Run 1, sequential cells grouped by signal name:
Bar = 20 um.
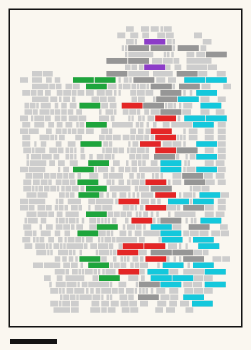
Run 1, placement by cell class:
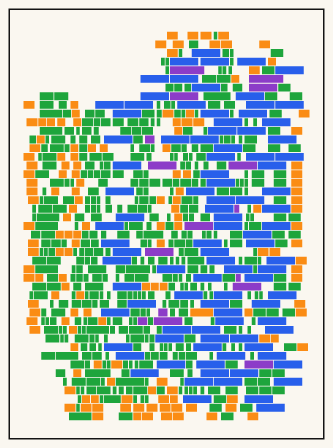
Run 1, local utilization:
10 x 13 tiles, from white (low) to dark blue (high), 0 to 100% covered.
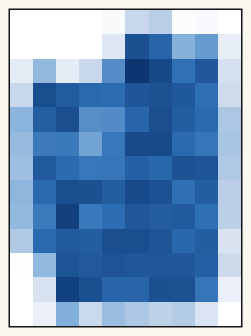
Run 1, the metal 3 layer:
Bar = 20 um.
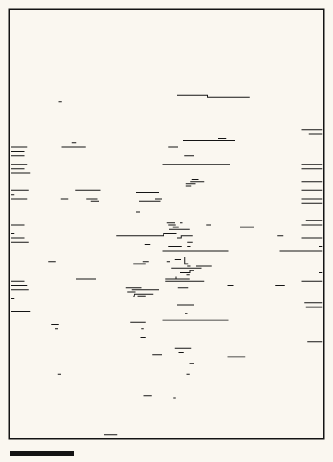
Design mem_sweep_reader, sky130hd; sources not shown.
==> Slide: Implementation Results, run 1 <==
Implementation Results

Detailed routing
  – Drt drc: 0

Finish
  – Finished Layout Cells: 859
  – Nets: 795

Setup path
  – Reg2reg setup slack: 470 ps
  – Worst path bufs/invs: 2
  – CP max FO: 3
  – Critical Path RT: 3570 ps
  – Crit-path max cell delay: 500 ps
  – Crit path max-delay family: AND-OR/OR-AND gates

Logic synthesis
  – Post-Syn Nets: 661
  – Synth cell count leaders: dfrtp_1, nand2_1, mux2_2
  – Syn Inst Count: 579

Run status
  – Outcome: complete, no violations

Power and ir drop
  – Worst VDD drop: 351 uV
  – Internal: 3.91 mW
  – Combinational Power: 3.37 mW
  – Power share of the clock group: 17.2%

Place
  – Post-DP HPWL: 11.3 mm
  – I/O Buffers: 74
  – RePlAce Congestion: 0.849

STA
  – Fin crit period: 3210 ps
  – Unrepaired setup endpoints after global routing: false

Job
  – Tool warnings: 36
  – Max-cap viol count: 0

CTS
  – Worst-case clock buffer depth: 2
  – CTS Hold Buffers Added: 0
  – # resized after CTS: 1

Die
  – Die width: 98.4 um
## Picture notes: 'sequential cells grouped by signal name'
`remaining`: shown in green, placed flops 17. `fifo_cnt`: shown in purple, placed flops 2. `fifo_addr`: shown in cyan, placed flops 32. `mem_raddr`: shown in red, placed flops 16.
Another 28 sequential cells are not coloured.
sequential share of cell area: 31.3%
utilization after layout: 68.8%
Reg area: 2380 um^2
sequential power: 1.99 mW

## Picture notes: 'placement by cell class'
clock drivers and dummy loads: shown in purple, cells 16, share of their area 4.3%. registers: shown in blue, cells 95, share of their area 32%. remaining logic cells: shown in green, cells 462, share of their area 46%. remaining buffers and delay cells: shown in orange, cells 145, share of their area 17%.
# rows: 45
Final Cell Area: 7590 um^2
core area: 11000 um^2

## Picture notes: 'local utilization'
46% of the tiles are over 75% full. The densest ninth of the die: centre. 11% of the tiles are nearly empty.
fp_density: 52.9%

## Picture notes: 'the metal 3 layer'
The layer holds 3.5% of the routed length. The layer carries 510 um of wire. The wires run mostly horizontal.
DR vias: 4953
met3 Use GR: 3.15%
routed wire length: 14.7 mm

## run 1: placed cells by master, fill, tap and decap left out, drive strengths merged, types with 14 or more instances in the layout
cell type / instances
dfrtp: 95
a21oi: 21
clkdlybuf4s50: 74
mux2: 54
xnor2: 14
buf: 71
nor2: 30
o21ai: 27
inv: 43
ha: 37
nand3: 14
nand2: 79
## run 1: routing by layer
metal,global-route usage [%],share of wire (%),up-vias
li1,-,-,2325
met1,24.5,38,2424
met2,44.3,56,163
met3,3.15,3.5,41
met4,8.28,2.5,0
met5,0,0,-
## run 1: final cells by class
type                       instances  area (um^2)
tap                              141          176
clock inverter                     7         96.3
sequential                        95         2380
multi-input combinational        419         3260
timing repair buffer             145         1290
clock buffer                       9          225
fill                             866         3440
inverter                          43          170
==> run 2: changes to the inputs <==
--- a/config.mk
+++ b/config.mk
@@ -10,6 +10,7 @@
 export CORE_MARGIN = 4
 export CORE_UTILIZATION = 51
 export CTS_CLUSTER_DIAMETER = 40
+export CTS_CLUSTER_SIZE = 10
 export DETAILED_ROUTE_END_ITERATION = 8
 export PLACE_DENSITY = 0.81
 export SLEW_MARGIN = 0
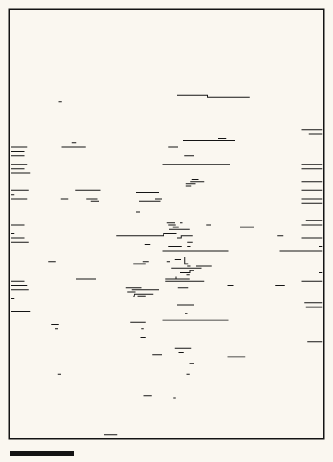
Run 2: the metal 3 layer
Bar = 20 um.
The wires run mostly horizontal. The longest straight run is 20.9 um. The layer carries 510 um of wire. 84 nets have wire on it. The layer holds 3.5% of the routed length.

==> run 2 against run 1 <==
  * Hold slack unchanged
  * Clock power about the same
  * Synthesized cell count unchanged
  * Setup slack unchanged
  * Power did not move
  * Clock-buffer cell count stayed put
  * Sequential share of layout area unchanged
==> Slide: Implementation Results, run 2 <==
Implementation Results

Run status
  – Outcome: complete, no violations (unchanged)

Hold path
  – Hold Path Class: reg -> reg (unchanged)

Finish
  – Sequential share of cell area: 31.3% (unchanged)
  – Comb_multi_in: 419 (unchanged)
  – Nets: 795 (unchanged)
  – Buffer share of cell area: 16.9% (unchanged)
  – Clk tree area frac: 4.23% (unchanged)
  – Nonclk buf count: 145 (unchanged)
  – Final Cell Area: 7590 um^2 (unchanged)
  – Flop count: 95 (unchanged)
  – Comb. cell area: 3260 um^2 (unchanged)
  – Comb area share: 43.0% (unchanged)
  – Non-clock inverters: 43 (unchanged)
  – Reg area: 2380 um^2 (unchanged)
  – Most frequent cells in the layout: dfrtp_1, nand2_1, clkdlybuf4s50_1 (unchanged)
  – Most frequent logic cell in the layout: dfrtp_1 (unchanged)
  – CLK BUF: 9 (unchanged)
  – Biggest Area Class: combinational gates (unchanged)

Place
  – I/O Buffers: 74 (unchanged)
  – RePlAce Congestion: 0.849 (unchanged)

Global route
  – Met3 Use GR: 3.15% (unchanged)
  – Grt met1 use: 24.5% (unchanged)
  – Most Crowded Layer GR: met2 (unchanged)
  – Met2 usage: 44.3% (unchanged)

CTS
  – CTS Hold Buffers Added: 0 (unchanged)
  – Clk latency late pin: 340 ps (about the same)

STA
  – Unrepaired setup endpoints after global routing: false (unchanged)
  – Fin crit period: 3210 ps (unchanged)

Detailed routing
  – Top routing layer in use: met4 (unchanged)
  – Post-Route M1 WL: 5.55 mm (unchanged)
  – Met3 routed WL: 509 um (unchanged)
  – Pre-antenna DRT Iters: 5 (unchanged)
  – Met2 Wirelength: 8.25 mm (unchanged)
  – Routed wire length: 14.7 mm (unchanged)
  – DR vias: 4953 (unchanged)

Job
  – Max-cap viol count: 0 (unchanged)
  – Tool warnings: 36 (unchanged)

Die
  – # rows: 45 (unchanged)
  – Tap cells: 141 (unchanged)
  – Die width: 98.4 um (unchanged)
  – Fp_density: 52.9% (unchanged)

Setup path
  – Reg2reg setup slack: 470 ps (about the same)
  – Worst path bufs/invs: 2 (unchanged)
  – Critical Path RT: 3570 ps (about the same)
  – CP max FO: 3 (unchanged)

Power and ir drop
  – Worst VDD drop: 351 uV (unchanged)

Logic synthesis
  – Post-Syn Nets: 661 (unchanged)
  – Yosys cell count: 579 (unchanged)
  – Syn Inst Count: 579 (unchanged)
  – Synth cell count leaders: dfrtp_1, nand2_1, mux2_2 (unchanged)
-- run 2: power breakdown --
group	switching, mW	internal, mW	leakage, nW
registers	0.367	1.62	1.12
logic	1.75	1.62	2.22
clock network	0.443	0.668	0.160
total	2.56	3.91	3.50
-- run 2: logic make-up after synthesis --
| kind of cell | Yosys count | synth area share [%] |
|---|---|---|
| simple gates | 181 | 16.0 |
| mux | 60 | 11.5 |
| fa+ha+maj | 45 | 10.7 |
| compound gates | 108 | 12.6 |
| xor+xnor | 25 | 4.01 |
| buf+inv | 65 | 4.48 |
| flops | 95 | 40.7 |
-- run 2: what timing repair did --
item,CTS,global route
pin swaps,0,6
setup endpoints to repair,2,6
gates resized,1,14
gates cloned,0,0
hold endpoints to repair,0,0
Power and IR drop assume default switching activity.
